[src/rtl/package_settings_v2.sv]
// ---------------------------------------------------------------------------
// package_settings_v2
// Shared settings for the ADC pulse emulator slice.
//   SIZE_ADC_DATA : width of one emulated ADC sample
//   emu_state_t   : two-state control type (idle / pulse in flight)
// ---------------------------------------------------------------------------
package package_settings_v2;

   localparam int SIZE_ADC_DATA = 14;

   typedef enum logic [0:0] {
      ST_IDLE   = 1'b0,
      ST_ACTIVE = 1'b1
   } emu_state_t;

endpackage : package_settings_v2

[src/rtl/adc_pulse_emulator_exp_decay_acc.sv]
// ---------------------------------------------------------------------------
// exp_decay_acc
// Saturating fixed-point accumulator with exponential decay.
// On every sample_en the accumulator loses acc>>DECAY_SHIFT (at least 1 while
// nonzero) and optionally gains add_amp<<FRAC_BITS; the sum clamps at
// all-ones instead of wrapping.
// Ports:
//   clk, reset      : clock, asynchronous active-low reset
//   sample_en       : commit acc_next into the accumulator
//   add_en, add_amp : amplitude injected on this sample
//   acc_next        : value the accumulator takes on this sample
// ---------------------------------------------------------------------------
import package_settings_v2::*;

module exp_decay_acc #(
   parameter int ACC_W       = 23,
   parameter int AMP_W       = 14,
   parameter int FRAC_BITS   = 8,
   parameter int DECAY_SHIFT = 4
) (
   input  logic             clk,
   input  logic             reset,
   input  logic             sample_en,
   input  logic             add_en,
   input  logic [AMP_W-1:0] add_amp,
   output logic [ACC_W-1:0] acc_next
);

   localparam logic [ACC_W-1:0] ACC_ZERO = {ACC_W{1'b0}};
   localparam logic [ACC_W-1:0] ACC_ONE  = {{(ACC_W-1){1'b0}}, 1'b1};
   localparam logic [ACC_W-1:0] ACC_MAX  = {ACC_W{1'b1}};

   logic [ACC_W-1:0] acc_r;
   logic [ACC_W-1:0] dec_s;
   logic [ACC_W-1:0] add_s;
   logic [ACC_W:0]   sum_s;

   // Next accumulator value: decay (floor of 1 so the tail terminates), add, clamp
   always_comb begin
      dec_s = acc_r >> DECAY_SHIFT;
      if ((acc_r != ACC_ZERO) && (dec_s == ACC_ZERO)) begin
         dec_s = ACC_ONE;
      end else begin
         dec_s = acc_r >> DECAY_SHIFT;
      end

      if (add_en) begin
         add_s = {{(ACC_W-AMP_W){1'b0}}, add_amp} << FRAC_BITS;
      end else begin
         add_s = ACC_ZERO;
      end

      // dec never exceeds acc, so the subtraction cannot underflow
      sum_s = {1'b0, acc_r - dec_s} + {1'b0, add_s};

      if (sum_s[ACC_W]) begin
         acc_next = ACC_MAX;
      end else begin
         acc_next = sum_s[ACC_W-1:0];
      end
   end

   // Accumulator register, updated only at the sample rate
   always_ff @(posedge clk or negedge reset) begin
      if (!reset) begin
         acc_r <= ACC_ZERO;
      end else if (sample_en) begin
         acc_r <= acc_next;
      end else begin
         acc_r <= acc_r;
      end
   end

endmodule : exp_decay_acc

[src/rtl/adc_pulse_emulator.sv]
// ---------------------------------------------------------------------------
// adc_pulse_emulator
// Emulates an ADC observing exponentially decaying pulses on a pedestal.
// Used as the stimulus source for the trapezoidal shaping filter.
// Ports:
//   clk, reset   : clock, asynchronous active-low reset
//   sample_en    : ADC sample-rate strobe (one-cycle pulse)
//   trig         : pulse request; amplitude is captured with it
//   amplitude    : pulse height in ADC LSB
//   clr_ovf      : clears the sticky overflow flag
//   output_data  : emulated ADC sample, updated one clock after sample_en
//   data_valid   : one-cycle strobe marking a new output_data
//   busy         : a pulse is pending or still decaying
//   overflow     : sticky, set when an emitted sample saturated
//   pile_count   : saturating count of dropped (piled-up) triggers
// ---------------------------------------------------------------------------
import package_settings_v2::*;

module adc_pulse_emulator #(
   parameter int SIZE_ADC_DATA = package_settings_v2::SIZE_ADC_DATA,
   parameter int FRAC_BITS     = 8,
   parameter int DECAY_SHIFT   = 4,
   parameter int BASELINE      = 100
) (
   input  logic                     clk,
   input  logic                     reset,
   input  logic                     sample_en,
   input  logic                     trig,
   input  logic [SIZE_ADC_DATA-1:0] amplitude,
   input  logic                     clr_ovf,
   output logic [SIZE_ADC_DATA-1:0] output_data,
   output logic                     data_valid,
   output logic                     busy,
   output logic                     overflow,
   output logic [7:0]               pile_count
);

   localparam int ACC_W = SIZE_ADC_DATA + FRAC_BITS + 1;
   localparam int SUM_W = SIZE_ADC_DATA + 2;

   localparam logic [ACC_W-1:0]         ACC_ZERO = {ACC_W{1'b0}};
   localparam logic [SUM_W-1:0]         BASE_EXT = SUM_W'(BASELINE);
   localparam logic [SUM_W-1:0]         MAX_EXT  = {2'b00, {SIZE_ADC_DATA{1'b1}}};
   localparam logic [SIZE_ADC_DATA-1:0] DATA_ZERO = {SIZE_ADC_DATA{1'b0}};

   emu_state_t                state_r;
   emu_state_t                state_next_s;
   logic                      busy_next_s;

   logic                      pend_r;
   logic [SIZE_ADC_DATA-1:0]  pend_amp_r;
   logic                      pend_next_s;
   logic [SIZE_ADC_DATA-1:0]  pend_amp_next_s;
   logic                      drop_s;

   logic                      add_en_s;
   logic [SIZE_ADC_DATA-1:0]  add_amp_s;
   logic [ACC_W-1:0]          acc_next_s;

   logic [SUM_W-1:0]          out_sum_s;
   logic                      out_sat_s;
   logic [SIZE_ADC_DATA-1:0]  out_val_s;

   logic [SIZE_ADC_DATA-1:0]  output_data_r;
   logic                      data_valid_r;
   logic                      busy_r;
   logic                      overflow_r;
   logic [7:0]                pile_r;

   exp_decay_acc #(
      .ACC_W       (ACC_W),
      .AMP_W       (SIZE_ADC_DATA),
      .FRAC_BITS   (FRAC_BITS),
      .DECAY_SHIFT (DECAY_SHIFT)
   ) u_acc (
      .clk       (clk),
      .reset     (reset),
      .sample_en (sample_en),
      .add_en    (add_en_s),
      .add_amp   (add_amp_s),
      .acc_next  (acc_next_s)
   );

   // Pending-pulse bookkeeping: what this sample injects and what stays pending.
   // A trig alongside sample_en with nothing pending goes straight into this
   // sample; with a pend outstanding, the old pend is consumed and the new
   // trig becomes the next pend.
   always_comb begin
      add_en_s        = 1'b0;
      add_amp_s       = amplitude;
      pend_next_s     = pend_r;
      pend_amp_next_s = pend_amp_r;
      drop_s          = 1'b0;
      if (sample_en) begin
         add_en_s    = pend_r | trig;
         add_amp_s   = pend_r ? pend_amp_r : amplitude;
         pend_next_s = pend_r & trig;
         if (pend_r && trig) begin
            pend_amp_next_s = amplitude;
         end else begin
            pend_amp_next_s = pend_amp_r;
         end
      end else if (trig) begin
         if (pend_r) begin
            drop_s = 1'b1;
         end else begin
            pend_next_s     = 1'b1;
            pend_amp_next_s = amplitude;
         end
      end else begin
         drop_s = 1'b0;
      end
   end

   // Output sample: pedestal plus integer part of acc_next, clamped to full scale
   always_comb begin
      out_sum_s = BASE_EXT + {1'b0, acc_next_s[ACC_W-1:FRAC_BITS]};
      out_sat_s = (out_sum_s > MAX_EXT);
      if (out_sat_s) begin
         out_val_s = MAX_EXT[SIZE_ADC_DATA-1:0];
      end else begin
         out_val_s = out_sum_s[SIZE_ADC_DATA-1:0];
      end
   end

   // FSM state register
   always_ff @(posedge clk or negedge reset) begin
      if (!reset) begin
         state_r <= ST_IDLE;
      end else begin
         state_r <= state_next_s;
      end
   end

   // FSM next-state logic
   always_comb begin
      state_next_s = state_r;
      case (state_r)
         ST_IDLE: begin
            if (trig) begin
               state_next_s = ST_ACTIVE;
            end else begin
               state_next_s = ST_IDLE;
            end
         end
         ST_ACTIVE: begin
            if (sample_en && (acc_next_s == ACC_ZERO) && !pend_next_s) begin
               state_next_s = ST_IDLE;
            end else begin
               state_next_s = ST_ACTIVE;
            end
         end
         default: begin
            state_next_s = ST_IDLE;
         end
      endcase
   end

   // FSM output decode; busy is registered alongside the state so it always matches it
   always_comb begin
      busy_next_s = 1'b0;
      case (state_next_s)
         ST_ACTIVE: busy_next_s = 1'b1;
         ST_IDLE:   busy_next_s = 1'b0;
         default:   busy_next_s = 1'b0;
      endcase
   end

   // Pend, output sample, strobe, busy, overflow and pile-up registers
   always_ff @(posedge clk or negedge reset) begin
      if (!reset) begin
         pend_r        <= 1'b0;
         pend_amp_r    <= DATA_ZERO;
         output_data_r <= DATA_ZERO;
         data_valid_r  <= 1'b0;
         busy_r        <= 1'b0;
         overflow_r    <= 1'b0;
         pile_r        <= 8'd0;
      end else begin
         pend_r     <= pend_next_s;
         pend_amp_r <= pend_amp_next_s;
         busy_r     <= busy_next_s;
         data_valid_r <= sample_en;
         if (sample_en) begin
            output_data_r <= out_val_s;
         end else begin
            output_data_r <= output_data_r;
         end
         // set wins over clear
         if (sample_en && out_sat_s) begin
            overflow_r <= 1'b1;
         end else if (clr_ovf) begin
            overflow_r <= 1'b0;
         end else begin
            overflow_r <= overflow_r;
         end
         if (drop_s && (pile_r != 8'hFF)) begin
            pile_r <= pile_r + 8'd1;
         end else begin
            pile_r <= pile_r;
         end
      end
   end

   assign output_data = output_data_r;
   assign data_valid  = data_valid_r;
   assign busy        = busy_r;
   assign overflow    = overflow_r;
   assign pile_count  = pile_r;

endmodule : adc_pulse_emulator

[config.mk]
export PLATFORM = sky130hd
export DESIGN_NAME = adc_pulse_emulator
export DESIGN_NICKNAME = d
export VERILOG_FILES = /design/src/rtl/package_settings_v2.sv /design/src/rtl/adc_pulse_emulator_exp_decay_acc.sv /design/src/rtl/adc_pulse_emulator.sv
export SDC_FILE = /design/constraint.sdc
export NUM_CORES = 1
export LEC_CHECK = 0
export ABC_CLOCK_PERIOD_IN_PS = 7500
export CAP_MARGIN = 20
export CORE_MARGIN = 3
export CORE_UTILIZATION = 55
export CTS_CLUSTER_SIZE = 12
export DETAILED_ROUTE_END_ITERATION = 8
export GPL_TIMING_DRIVEN = 0
export PLACE_DENSITY = 0.88
export SYNTH_ARGS = -nofsm -noshare
export SYNTH_HDL_FRONTEND = slang
export SYNTH_SLANG_ARGS = --single-unit
[constraint.sdc]
create_clock -name clk -period 7.5 [get_ports clk]
set_input_delay 0.75 -clock clk [delete_from_list [all_inputs] [get_ports clk]]
set_output_delay 0.75 -clock clk [all_outputs]
set_load 0.1 [all_outputs]
==> results.sh <==
# implementation run metrics
export IMPL_outcome="complete, no violations"
export IMPL_largest_class="multi-input combinational cells"
export IMPL_max_freq_mhz=139
export IMPL_period_needed_ps=7190
export IMPL_fin_tns_setup_ps=0
export IMPL_place_gp_congestion=0.907
export IMPL_antenna_found_initial=0
export IMPL_arrival_ps=7420
export IMPL_drv_cap=0
export IMPL_largest_reg_flops=23
export IMPL_min_path_type="in2async"
export IMPL_r2r_slack_ps=310
export IMPL_first_pass_iters=5
export IMPL_finish_instance_area_sq_mm=0.00579
export IMPL_worstPathBufferInverterCount=4
export IMPL_use_met3=0.0514
export IMPL_ys_async_sr_fraction=1.00
export IMPL_num_tap_cells=105
export IMPL_regArea_sq_mm=0.00158
export IMPL_cts_setup_buffers=2
export IMPL_critical_path_top_delay_family="AND-OR/OR-AND gates"
export IMPL_ys_sh_simple=0.163
export IMPL_grt_max_degree=37
export IMPL_fp_nets=587
export IMPL_crit_path_max_incr_delay_ps=570
export IMPL_yosysChipArea_sq_mm=0.00488
export IMPL_antenna_left=0
export IMPL_yosysUniqueCellTypes=72
export IMPL_chipHeight_um=100
export IMPL_grt_pass1_wl_um=21000
export IMPL_syn_avg_cell_area_sq_um=9.23
export IMPL_placed_cell_area_sq_mm=0.00546
export IMPL_initial_core_util=0.579
export IMPL_worstMarginPinSlew_ps=989
export IMPL_n_clock_buffer=11
export IMPL_largest_register="u_acc.acc_r"
export IMPL_ys_cells=529
export IMPL_io_buffers=43
export IMPL_dpl_cell_count=678
export IMPL_route_detailed_wl_per_inst_um=18.4
export IMPL_clkTransAtPathRegs_ps=70
export IMPL_io_pins=44
export IMPL_num_nonclk_inverters=40
export IMPL_track_usage=0.261
export IMPL_postSynthCellCount=529
export IMPL_top_area_cell="dfrtp_1"
export IMPL_cts_resized=2
export IMPL_clock_skew_ps=11.1
export IMPL_relSlewSlack=0.338
export IMPL_grt_pass1_vias=4575
export IMPL_synthesis_area_sq_mm=0.00488
export IMPL_core_area_sq_mm=0.00842
export IMPL_clk_latency_ps=360
export IMPL_instances_no_fill=699
export IMPL_top_area_frac=0.323
export IMPL_drt_initial_drc_count=324
export IMPL_area_growth_pct=18.7
export IMPL_crit_fanout=10
export IMPL_cts_buffers_inserted=9
export IMPL_antenna_cells=0
export IMPL_cts_htree_levels=3
export IMPL_grt_busiest_layer="met2"
export IMPL_cts_num_sinks=63
export IMPL_final_hold_viol_count=0
export IMPL_ys_sh_adder=0.103
export IMPL_path_depth=35
export IMPL_layout_drive_gt1_share=0.133
export IMPL_post_dp_hpwl_um=9630
export IMPL_startpoint="u_acc.acc_r[12]"
export IMPL_place_ws_ps=-233
export IMPL_slowest_stage="or4_1"
export IMPL_synthTopCellsByCount="dfrtp_1, nor2_1, inv_1"
export IMPL_start_kind="flip-flop"
export IMPL_crit_type="reg2reg"
export IMPL_clock_area_frac=0.0384
export IMPL_sh_comb_area=0.542
export IMPL_logic_gates=407
export IMPL_reg2reg_to="busy"
export IMPL_most_common_cell="dfrtp_1"
export IMPL_final_util=0.688
export IMPL_yosysSeqAreaShare=0.323
export IMPL_r2r_start="u_acc.acc_r[12]"
export IMPL_edf_count=0
export IMPL_cts_root_buf="clkbuf_8"
export IMPL_synth_main_ff_cell="dfrtp_1"
export IMPL_logic_family="AND-OR/OR-AND gates"
export IMPL_xor_share=0.0802
export IMPL_fill_cells=614
export IMPL_rows=33
export IMPL_top_layer="met4"
export IMPL_die_w_um=100
export IMPL_synth_warnings=0
export IMPL_slew_violations=0
export IMPL_crit_end="busy"
export IMPL_mostFrequentLayoutCells="dfrtp_1, nor2_1, clkdlybuf4s50_1"
export IMPL_clockBufferDepth=2
export IMPL_wl_met1_um=5140
export IMPL_final_common_cell="dfrtp_1"
export IMPL_fin_ws_ps=310
export IMPL_area_leaders="dfrtp_1, ha_1, xnor2_1"
export IMPL_signal_buffer_area_fraction=0.0987
export IMPL_cp_data_required_time_ps=7730
export IMPL_seq_cells=63
export IMPL_die_area_sq_mm=0.0100
export IMPL_wl_met2_um=6510
export IMPL_ys_sh_mux=0.0695
export IMPL_seq_share=0.272
export IMPL_overflow=0
export IMPL_comb_area_sq_mm=0.00314
export IMPL_tool_warnings=29
export IMPL_synthAoiAreaFrac=0.214
export IMPL_numSynthFlops=63
export IMPL_setup_viol=0
export IMPL_grt_util_met1=0.306
export IMPL_cts_hold_buf=0
export IMPL_min_period_over_period=0.959
export IMPL_drc_errors=0
export IMPL_vias_per_cell=6.17
export IMPL_nNonClkBuffers=68
export IMPL_fin_nets=647
export IMPL_wl_met3_um=792
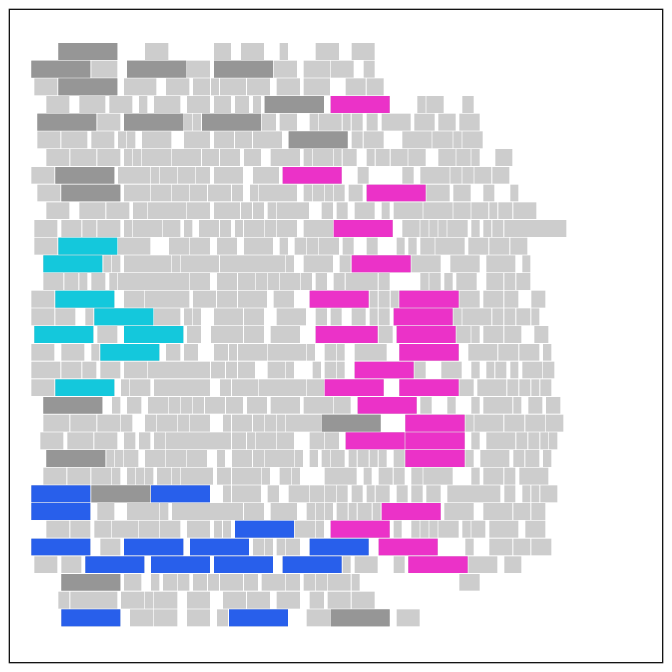
flops_by_reg.png
colour	name in the netlist	flops
blue	output_data	14
magenta	u_acc.acc_r	23
cyan	pile_count	8
not coloured	18

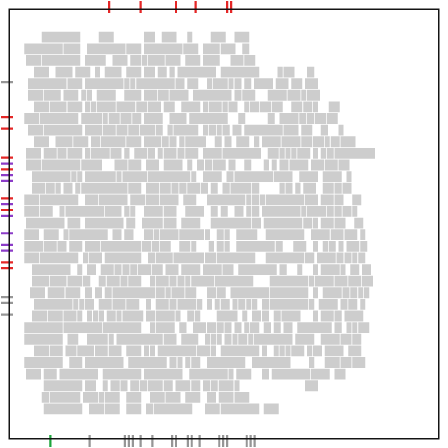
io_placement.png
Pins as bars across the die edge, other pins in grey.
colour	port	pins	direction	edge
green	reset	1	input	bottom
red	amplitude	14	input	8 left, 6 top
purple	pile_count	8	output	left

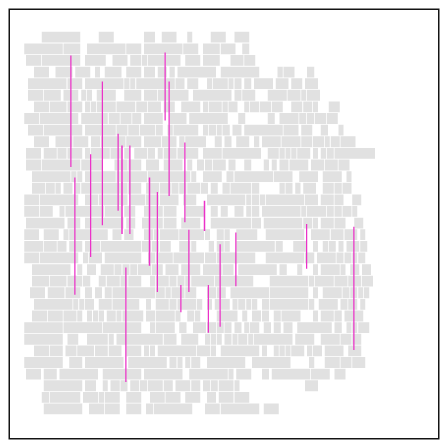
layer_met4.png
Cells faint in the background.
share of all routed wire	3.2%
nets with wire on the layer	17
main direction	vertical
Post-Route WL: 12900 um
DR vias: 4315

